`config.mk`:
```
export PLATFORM = sky130hd
export DESIGN_NAME = serial_add_ctrl_flat
export DESIGN_NICKNAME = d
export VERILOG_FILES = /design/src/rtl/serial_add_ctrl_pkg.sv /design/src/rtl/serial_add_ctrl_if.sv /design/src/rtl/serial_add_ctrl_fa.sv /design/src/rtl/serial_add_ctrl.sv /design/src/flat_wrapper.sv
export SDC_FILE = /design/constraint.sdc
export NUM_CORES = 1
export LEC_CHECK = 0
export ABC_AREA = 1
export CAP_MARGIN = 40
export CORE_MARGIN = 4
export CORE_UTILIZATION = 53
export DETAILED_ROUTE_END_ITERATION = 8
export PLACE_DENSITY_LB_ADDON = 0.25
export SLEW_MARGIN = 20
export SYNTH_ARGS = -nofsm -noshare
export SYNTH_HDL_FRONTEND = slang
export SYNTH_HIERARCHICAL = 1
export SYNTH_SLANG_ARGS = --single-unit
```
`constraint.sdc`:
```
create_clock -name clk -period 3.5 [get_ports clk]
set_input_delay 1.05 -clock clk [delete_from_list [all_inputs] [get_ports clk]]
set_output_delay 1.05 -clock clk [all_outputs]
set_load 0.005 [all_outputs]
```
`src/rtl/serial_add_ctrl_pkg.sv`:
```
// Shared types and defaults for the bit-serial adder sequencer.
// Optional feature macro: SERIAL_ADD_SUB_EN (adds the subtract path).
package serial_add_pkg;

  typedef enum logic [1:0] {
    IDLE = 2'd0,
    RUN  = 2'd1,
    DONE = 2'd2
  } serial_add_state_t;

  localparam int SERIAL_ADD_WIDTH_DEFAULT = 8;

endpackage

```
`src/rtl/serial_add_ctrl_if.sv`:
```
// Request/response bundle between a controller and serial_add_ctrl.
// Optional feature macro: SERIAL_ADD_SUB_EN (adds the sub request bit).
interface serial_add_ctrl_if
  import serial_add_pkg::*;
#(
  parameter int WIDTH = SERIAL_ADD_WIDTH_DEFAULT
);
  logic             start;
  logic [WIDTH-1:0] a;
  logic [WIDTH-1:0] b;
  logic             cin;
`ifdef SERIAL_ADD_SUB_EN
  logic             sub;
`endif
  logic             busy;
  logic             done;
  logic [WIDTH-1:0] sum;
  logic             cout;

`ifdef SERIAL_ADD_SUB_EN
  modport master (output start, a, b, cin, sub, input busy, done, sum, cout);
  modport slave  (input start, a, b, cin, sub, output busy, done, sum, cout);
`else
  modport master (output start, a, b, cin, input busy, done, sum, cout);
  modport slave  (input start, a, b, cin, output busy, done, sum, cout);
`endif
endinterface

```
`src/rtl/serial_add_ctrl_fa.sv`:
```
// 1-bit full adder cell built from two half adders; reused every RUN cycle.
module half_adder (
  input  logic x,
  input  logic y,
  output logic s,
  output logic c
);
  assign s = x ^ y;
  assign c = x & y;
endmodule

module full_adder_bit (
  input  logic a,
  input  logic b,
  input  logic ci,
  output logic s,
  output logic co
);
  logic s0, c0, c1;

  half_adder u_ha0 (.x(a),  .y(b),  .s(s0), .c(c0));
  half_adder u_ha1 (.x(s0), .y(ci), .s(s),  .c(c1));

  assign co = c0 | c1;
endmodule

```
`src/rtl/serial_add_ctrl.sv`:
```
// Bit-serial adder sequencer: one full-adder cell, LSB first, WIDTH cycles.
// Optional feature macro: SERIAL_ADD_SUB_EN (sub=1 computes a + ~b + 1).
module serial_add_ctrl
  import serial_add_pkg::*;
#(
  parameter int WIDTH = SERIAL_ADD_WIDTH_DEFAULT
) (
  input  logic              clk,
  input  logic              rst,
  serial_add_ctrl_if.slave  bus
);
  localparam logic [1:0] ST_IDLE = IDLE;
  localparam logic [1:0] ST_RUN  = RUN;
  localparam logic [1:0] ST_DONE = DONE;

  // counter must hold WIDTH-1 without wrapping, even for WIDTH=1
  localparam int             CW       = $clog2(WIDTH + 1);
  localparam logic [CW-1:0]  CNT_LAST = CW'(WIDTH - 1);

  logic [1:0]       state;
  logic [CW-1:0]    cnt;
  logic [WIDTH-1:0] a_sh, b_sh, sum_q, sum_nxt;
  logic             carry, cout_q;
  logic             fa_s, fa_co;
  logic [WIDTH-1:0] b_ld;
  logic             c_ld;

  full_adder_bit u_fa (
    .a  (a_sh[0]),
    .b  (b_sh[0]),
    .ci (carry),
    .s  (fa_s),
    .co (fa_co)
  );

  // new bit enters at the MSB; written this way so WIDTH=1 needs no slice
  always_comb begin
    sum_nxt            = sum_q >> 1;
    sum_nxt[WIDTH-1]   = fa_s;
  end

  // operand B and initial carry as loaded on accept
  always_comb begin
    b_ld = bus.b;
    c_ld = bus.cin;
`ifdef SERIAL_ADD_SUB_EN
    if (bus.sub) begin
      b_ld = ~bus.b;
      c_ld = 1'b1;
    end
`endif
  end

  // FSM, shift registers, counter, carry flop and result registers
  always_ff @(posedge clk or posedge rst) begin
    if (rst) begin
      state  <= ST_IDLE;
      cnt    <= '0;
      a_sh   <= '0;
      b_sh   <= '0;
      carry  <= 1'b0;
      sum_q  <= '0;
      cout_q <= 1'b0;
    end else begin
      case (state)
        ST_IDLE: begin
          if (bus.start) begin
            state <= ST_RUN;
            a_sh  <= bus.a;
            b_sh  <= b_ld;
            carry <= c_ld;
            cnt   <= '0;
          end
        end
        ST_RUN: begin
          sum_q <= sum_nxt;
          a_sh  <= a_sh >> 1;
          b_sh  <= b_sh >> 1;
          carry <= fa_co;
          cnt   <= cnt + CW'(1);
          if (cnt == CNT_LAST) begin
            state  <= ST_DONE;
            cout_q <= fa_co;
          end
        end
        ST_DONE: state <= ST_IDLE;
        default: state <= ST_IDLE;
      endcase
    end
  end

  assign bus.busy = (state == ST_RUN);
  assign bus.done = (state == ST_DONE);
  assign bus.sum  = sum_q;
  assign bus.cout = cout_q;

endmodule

```
`src/flat_wrapper.sv`:
```
// flat-port wrapper written by rule: the top's interface ports become plain ports
module serial_add_ctrl_flat import serial_add_pkg::*;
#(
  parameter int WIDTH = SERIAL_ADD_WIDTH_DEFAULT
)
  (clk, rst, bus_start, bus_a, bus_b, bus_cin, bus_busy, bus_done, bus_sum, bus_cout);
  serial_add_ctrl_if #(.WIDTH(WIDTH)) bus_i ();
  input  logic clk;
  input  logic rst;
  input wire logic [$bits(bus_i.start)-1:0] bus_start;
  input wire logic [$bits(bus_i.a)-1:0] bus_a;
  input wire logic [$bits(bus_i.b)-1:0] bus_b;
  input wire logic [$bits(bus_i.cin)-1:0] bus_cin;
  output wire logic [$bits(bus_i.busy)-1:0] bus_busy;
  output wire logic [$bits(bus_i.done)-1:0] bus_done;
  output wire logic [$bits(bus_i.sum)-1:0] bus_sum;
  output wire logic [$bits(bus_i.cout)-1:0] bus_cout;
  assign bus_i.start = bus_start;
  assign bus_i.a = bus_a;
  assign bus_i.b = bus_b;
  assign bus_i.cin = bus_cin;
  assign bus_busy = bus_i.busy;
  assign bus_done = bus_i.done;
  assign bus_sum = bus_i.sum;
  assign bus_cout = bus_i.cout;
  serial_add_ctrl #(.WIDTH(WIDTH)) u_core (.clk(clk), .rst(rst), .bus(bus_i));
endmodule
```
**Run 1: sizing map**

Scale bar: 20 um.
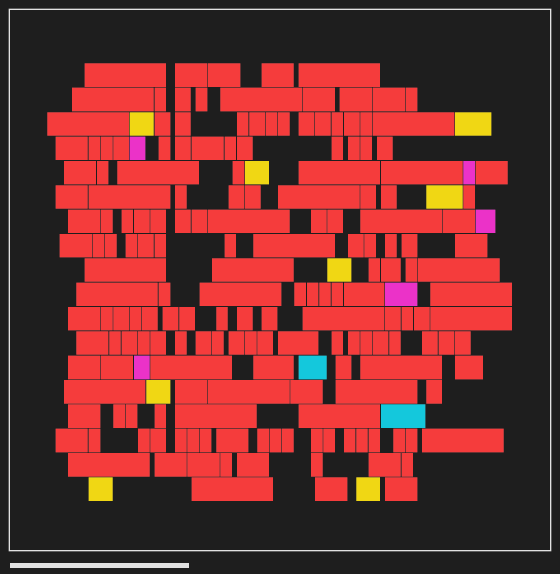
Key: red = x1 and smaller [cells 180, share 92%]; magenta = x2 [cells 5, share 2.6%]; yellow = x3 and x4 [cells 8, share 4.1%]; cyan = x6 and larger [cells 2, share 1.0%]

**Run 1: met1 routing**

Scale bar: 20 um. Supply wires on this layer in grey.
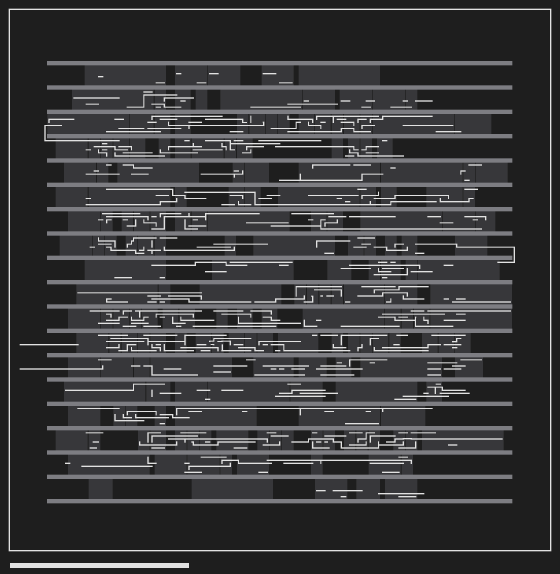
The wires run mostly horizontal. 189 nets have wire on it. The layer carries 1,200 um of wire. The layer holds 42% of the routed length. The longest straight run is 28.5 um.

**Run 1: zoomed window**

Scale bar: 10 um. Window x 10 to 50, y 0 to 40 um. Cells in grey, sequential cells in the stronger grey; small squares are vias.
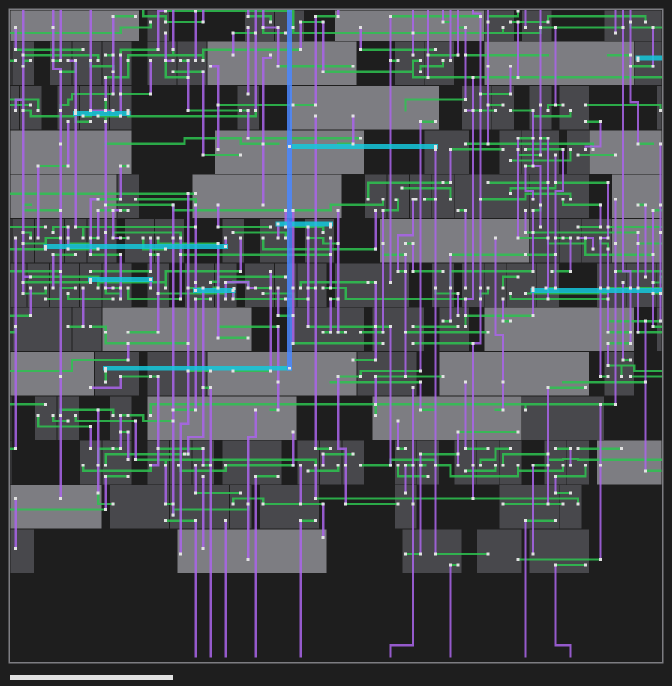
Key: cyan = M3; green = M1; purple = M2; blue = M4
123 logic cells have their middle in the window. Most frequent: nand2_1 (44), nand3_1 (26), dfrtp_1 (19). Netlist names of flops here include u_core/bus.sum (7), u_core/a_sh (5), u_core/b_sh (3). Sequential cells in the window: 19.

==> impl_metrics.toml, run 1 <==
# flow metrics
[finish]
area_share_nonclk_buffers = 0.1719
layout.nets = 217
clkCellAreaFrac = 0.03424
layout.cells.most_common = "nand2_1"
buffers = 31
stdcell_count = 225
area_growth_syn_to_layout_pct = 23.36
nMultiInputCombCells = 117
drive_gt1_frac = 0.07692
antenna_cells = 0
final_core_util = 0.7035
combGateArea_um2 = 551.8
layout.area.seq_um2 = 800.8
sh_comb_area = 0.3082
sh_seq_area = 0.4472
fillers = 195
flop-count = 32

[synth]
syn-cell-area_mm2 = 0.001451
synth.top_cells.by_count = "62 x nand2_1, 38 x nand3_1, 32 x dfrtp_1"
yosys_area_mm2 = 0.001451
yosys.area_share.adder = 0.02586
yosys-top-cells-area = "dfrtp_1 55%, nand2_1 16%, nand3_1 13%"
synth_cell_type_count = 20
yosysWarnings = 6
flop_cell = "dfrtp_1"
numSynthFlops = 32
synthesis.nets = 187
netlist_instances = 164
top_area_cell = "dfrtp_1"
ys_sh_xor = 0.006034
async_flop_share = 1.000
synth_top_area_share = 0.5517
ys_seq_frac = 0.5517
top_cell = "nand2_1"
ys_sh_mux = 0
synthSimpleGateAreaFrac = 0.3276

[flow_run]
warning_count = 26

[power_and_ir_drop]
pg_clk_uw = 222
max-vdd-ir-drop_v = 0.0005779
totalPowerFinal_mw = 1.366
power_frac_comb = 0.386
seq_cell_power_uw = 616
p_int_uw = 844.5
power_density_mw_per_mm2 = 762.7
comb-power_uw = 527

[clock_network]
cts_hold_buffers = 0
clkLatencyLatePin_ns = 0.34
htree_levels = 2
post_cts_buffers = 0
clock-root-buffer = "clkbuf_4"
clock-sinks = 32
clk_pin_slew_ns = 0.11
cts_tree = "done"
cts_resized = 0
cts_buffer_depth = 2

[critical_path]
worstReg2RegEnd = "u_core/a_sh[0]"
startpoint_type = "flip-flop"
cp.depth = 3
r2r-start = "u_core/state[1]"
slowest_delay_ns = 0.54
cp_top_family = "buffers and inverters"
path_cells = "nand2_4 > inv_6 > clkdlybuf4s50_1"
cp.arrival_ns = 1.87
r2r_cells = 5
regToRegSetupSlack_ns = 2.08
critPathKind = "flip-flop to output port"
crit_start = "u_core/state[0]"

[sta]
final-setup-viol-count = 0
fmax_ghz = 0.3420
tns_ns = 0
clock_skew_ns = 0.008409
whs_ns = 0.4996
post-route-period-util = 0.8353
drv_slew = 0
period_needed_ns = 2.924
rsz0062_at_grt = "false"
slew_headroom = 0.6985

[routing]
drt-vias-per-instance = 5.293
wl_met2_um = 1444
dr.max_layer_used = "met4"
drtAntennaViolNets = 0
routedWlPerCell_um = 12.63
postRouteWirelength_um = 2842
dr.pass1.iters = 4
wl_met3_um = 168
drc = 0

[global_route]
grt_pass1_vias = 1193
antenna_found_initial = 0
track_usage = 0.1836
grt-busiest-layer = "met2"
grt_use_met1 = 0.2159
grtUsageMet3 = 0.05745

[floorplanning]
die_x_um = 60.33
core_mm2 = 0.002545
rows = 18
chipArea_mm2 = 0.003640
io_pins = 31

[placement]
dpl_worst_slack_ns = 0.9386
dp_cells = 217
hpwl_um = 1891
placed_area_mm2 = 0.001729

[hold_path]
min_to = "u_core/bus.sum[0]"
min-delay-start = "u_core/bus.sum[0]"
hold_path_class = "flip-flop to flip-flop"

[status]
outcome = "finished clean"
==> inputs of run 2 (changes only) <==
--- a/config.mk
+++ b/config.mk
@@ -8,7 +8,7 @@
 export ABC_AREA = 1
 export CAP_MARGIN = 40
 export CORE_MARGIN = 4
-export CORE_UTILIZATION = 53
+export CORE_UTILIZATION = 45
 export DETAILED_ROUTE_END_ITERATION = 8
 export PLACE_DENSITY_LB_ADDON = 0.25
 export SLEW_MARGIN = 20
==> constraint.sdc (replaced) <==
create_clock -name clk -period 2.4 [get_ports clk]
set_input_delay 0.72 -clock clk [delete_from_list [all_inputs] [get_ports clk]]
set_output_delay 0.72 -clock clk [all_outputs]
set_load 0.005 [all_outputs]
==> run 2 against run 1 <==
Compared with the run above: flip-flop count unchanged; non-clock buffer count increased by 2; via count increased by 1.9%; final cell count increased by 6.7%; wire length increased by 0.21%; global-route usage decreased by 3.5 points; synthesized area unchanged; combinational power increased by 48%; critical path depth unchanged; register-to-register slack got worse by 0.92 ns; sequential share of layout area decreased by 0.89 points; setup slack got worse by 0.49 ns.
==> impl_metrics.toml, run 2 <==
# flow metrics
[status]
outcome = "finished clean"

[finish]
flop-count = 32
area_share_nonclk_buffers = 0.1767
area_growth_syn_to_layout_pct = 25.86
layout.nets = 219
clkCellAreaFrac = 0.03562
drive_gt1_frac = 0.08163
sh_seq_area = 0.4384
nMultiInputCombCells = 117
layout.area.seq_um2 = 800.8
combGateArea_um2 = 551.8
antenna_cells = 0

[critical_path]
regToRegSetupSlack_ns = 1.16
cp.depth = 3
slowest_delay_ns = 0.54
r2r_cells = 5
crit_start = "u_core/state[0]"
cp.arrival_ns = 1.60
startpoint_type = "flip-flop"
path_cells = "nand2_4 > inv_6 > clkdlybuf4s50_1"
critPathKind = "flip-flop to output port"
worstReg2RegEnd = "u_core/bus.cout"

[sta]
period_needed_ns = 2.318
drv_slew = 0
rsz0062_at_grt = "false"
post-route-period-util = 0.9659
final-setup-viol-count = 0
clock_skew_ns = 0.006125

[synth]
syn-cell-area_mm2 = 0.001451
synth.top_cells.by_count = "62 x nand2_1, 38 x nand3_1, 32 x dfrtp_1"
ys_sh_mux = 0
yosys_area_mm2 = 0.001451
top_area_cell = "dfrtp_1"
yosysWarnings = 6
top_cell = "nand2_1"
synth_cell_type_count = 20
flop_cell = "dfrtp_1"
yosys.area_share.adder = 0.02586
ys_seq_frac = 0.5517
synth_top_area_share = 0.5517

[routing]
wl_met2_um = 1388
wl_met3_um = 153
drt-vias-per-instance = 5.058
dr.pass1.iters = 5
drc = 0
dr.max_layer_used = "met4"
drtAntennaViolNets = 0

[placement]
dpl_worst_slack_ns = 0.4383
dp_cells = 233
hpwl_um = 1925

[clock_network]
clock-sinks = 32
htree_levels = 2
cts_resized = 0
clk_pin_slew_ns = 0.09
post_cts_buffers = 0

[flow_run]
warning_count = 26

[hold_path]
min-delay-start = "u_core/bus.sum[3]"
min_to = "u_core/bus.sum[2]"
hold_path_class = "flip-flop to flip-flop"

[power_and_ir_drop]
comb-power_uw = 781
power_density_mw_per_mm2 = 1102
max-vdd-ir-drop_v = 0.0004255
power_frac_comb = 0.388

[floorplanning]
die_x_um = 64.79
rows = 20

[global_route]
grt-busiest-layer = "met2"
grtUsageMet3 = 0.03986
antenna_found_initial = 0
grt_use_met1 = 0.1897
**Run 2: routing congestion**

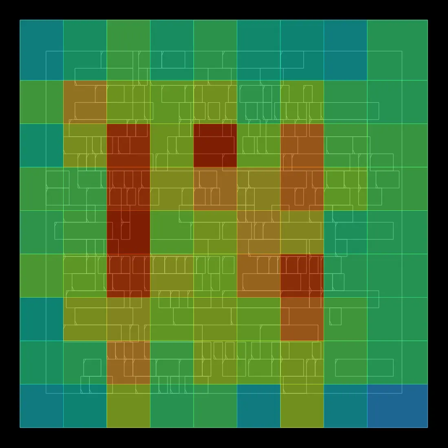
final core occ: 0.5935
Avg WL per Cell: 11.87 um
met2 usage: 0.2375

**Run 2: sizing map**

Scale bar: 20 um.
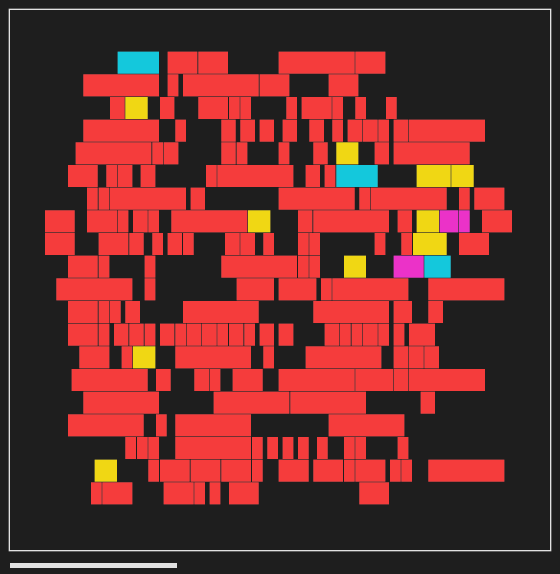
Key: magenta = x2 [cells 3, share 1.5%]; yellow = x3 and x4 [cells 10, share 5.1%]; cyan = x6 and larger [cells 3, share 1.5%]; red = x1 and smaller [cells 180, share 92%]

==> inputs of run 3 (changes only) <==
--- a/config.mk
+++ b/config.mk
@@ -10,7 +10,7 @@
 export CORE_MARGIN = 4
 export CORE_UTILIZATION = 45
 export DETAILED_ROUTE_END_ITERATION = 8
-export PLACE_DENSITY_LB_ADDON = 0.25
+export PLACE_DENSITY = 0.85
 export SLEW_MARGIN = 20
 export SYNTH_ARGS = -nofsm -noshare
 export SYNTH_HDL_FRONTEND = slang
==> run 3 against run 2 <==
Compared with the run above: clock-buffer cell count down 1; critical path depth increased by 1; hold slack worse by 0.010 ns; setup slack better by 0.020 ns; die area is the same; power down 2.2%; sequential power up 0.4%; combinational power grew 0.6%.
==> impl_metrics.toml, run 3 <==
# flow metrics
[sta]
fmax_ghz = 0.4352
setup_ws_ns = 0.1021
clock_skew_ns = 0.006406
drv_slew = 0
slew_headroom = 0.7309
whs_ns = 0.4846
period_needed_ns = 2.298
post-route-period-util = 0.9574
tns_ns = 0
rsz0062_at_grt = "false"
final-setup-viol-count = 0

[synth]
synthesis.nets = 187
avgSynthCellArea_um2 = 8.850
yosys.area_share.adder = 0.02586
top_area_cell = "dfrtp_1"
netlist_instances = 164
synth_cell_type_count = 20
syn-cell-area_mm2 = 0.001451
ys_sh_xor = 0.006034
yosysWarnings = 6
synthSimpleGateAreaFrac = 0.3276
yosys_area_mm2 = 0.001451
top_cell = "nand2_1"
flop_cell = "dfrtp_1"
yosys-top-cells-area = "dfrtp_1 55%, nand2_1 16%, nand3_1 13%"
top_logic_kind = "simple AND/OR/NAND/NOR gates"
synth_top_area_share = 0.5517
synth.top_cells.by_count = "62 x nand2_1, 38 x nand3_1, 32 x dfrtp_1"
ys_sh_mux = 0
yosys-stat-cells = 164
ys_seq_frac = 0.5517
async_flop_share = 1.000

[power_and_ir_drop]
switching_share = 0.3812
max-vdd-ir-drop_v = 0.0005614
pg_clk_uw = 281
seqPwrFrac = 0.458
p_clk_frac = 0.143
top_power_group = "sequential cells"
power_frac_comb = 0.399
seq_cell_power_uw = 901
comb-power_uw = 786
power_density_mw_per_mm2 = 1088
p_int_mw = 1.218
totalPowerFinal_mw = 1.969

[finish]
clock_buffers = 6
nMultiInputCombCells = 117
area_growth_syn_to_layout_pct = 24.66
area_share_nonclk_buffers = 0.1784
buffers = 33
sh_seq_area = 0.4433
top_area_cell_class = "flip-flops and latches"
clkCellAreaFrac = 0.02559
fillers = 286
n_all_inverters = 7
combGateArea_um2 = 551.8
layout.cells.most_common = "nand2_1"
stdcell_count = 240
drive_gt1_frac = 0.08163
layout.area.seq_um2 = 802.0
final_core_util = 0.5878
sh_comb_area = 0.3050
flop-count = 32
antenna_cells = 0
layout.nets = 219

[placement]
hpwl_um = 1888
dp_cells = 233
placed_area_mm2 = 0.001762
io_buffers = 30
dpl_worst_slack_ns = 0.4465

[routing]
wl_met2_um = 1413
dr.max_layer_used = "met4"
drc = 0
vias = 1189
wl_met3_um = 160
routedWlPerCell_um = 12.16
drt-vias-per-instance = 4.954
dr.pass1.iters = 4
drtAntennaViolNets = 0
drt_iter0_markers = 71
wl_met1_um = 1290

[clock_network]
cts_hold_buffers = 0
htree_levels = 2
cts_resized = 0
numCtsBuffers = 5
post_cts_buffers = 0
clock-root-buffer = "clkbuf_4"
clk_pin_slew_ns = 0.09
clock-sinks = 32

[floorplanning]
rows = 20
chipArea_mm2 = 0.004198
io_pins = 31
die_x_um = 64.79
tapCellCount = 44
core_mm2 = 0.003078

[critical_path]
cp.arrival_ns = 1.58
r2r_cells = 6
startpoint_type = "flip-flop"
crit_start = "u_core/state[1]"
path_cells = "inv_2 > nand2_4 > inv_6 > clkdlybuf4s50_1"
slowest_delay_ns = 0.53
regToRegSetupSlack_ns = 1.18
critPathKind = "flip-flop to output port"
cp.depth = 4
worstReg2RegEnd = "u_core/carry"
crit_end = "bus_busy"
critPathSlowestCell = "clkdlybuf4s50_1"
crit_required_ns = 1.68
crit_fanout = 28
cp_top_family = "buffers and inverters"
end_kind = "output port"

[global_route]
grt_use_met1 = 0.1821
grt_max_degree = 34
antenna_found_initial = 0
grt-busiest-layer = "met2"
grtUsageMet3 = 0.06066
grt_pass1_vias = 1239
grt_use_met2 = 0.2822
overflow = 0
grt_pass1_wl_um = 5292
track_usage = 0.1637

[hold_path]
min_to = "u_core/bus.sum[0]"
min-delay-start = "u_core/bus.sum[0]"
hold_path_class = "flip-flop to flip-flop"
min_delay_path_depth = 2

[status]
outcome = "finished clean"

[flow_run]
drv_cap = 0
warning_count = 26
**Run 3: zoomed window**

Scale bar: 10 um. Window x 12 to 52, y 0 to 40 um. Cells in grey, sequential cells in the stronger grey; small squares are vias.
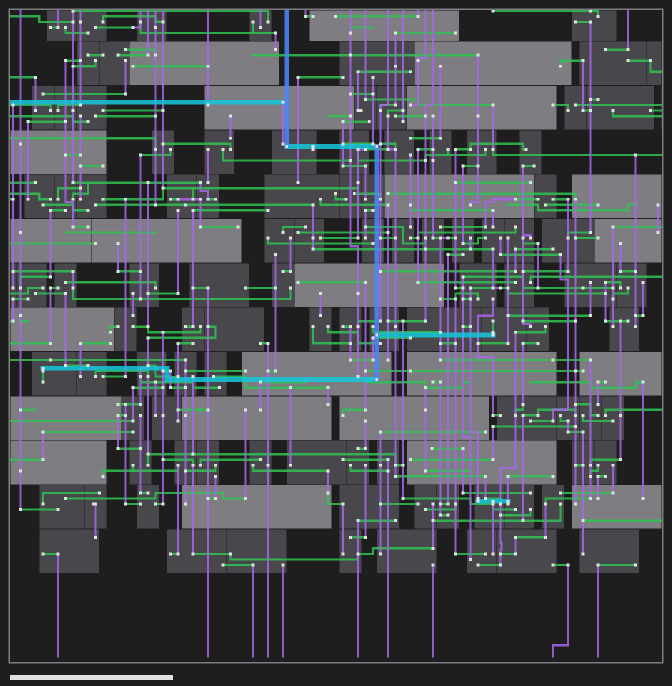
Key: green = M1; blue = M4; cyan = M3; purple = M2
Most frequent: nand2_1 (39), nand3_1 (22), dfrtp_1 (21). Sequential cells in the window: 22. Netlist names of flops here include u_core/bus.sum (8), u_core/a_sh (4), u_core/b_sh (3). 120 logic cells have their middle in the window.

**Run 3: met1 routing**

Scale bar: 20 um. Supply wires on this layer in grey.
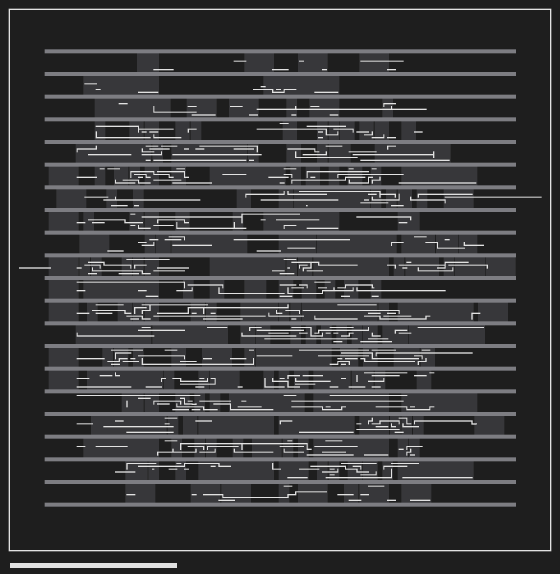
The layer holds 44% of the routed length. 192 nets have wire on it.

Power and IR drop assume default switching activity.
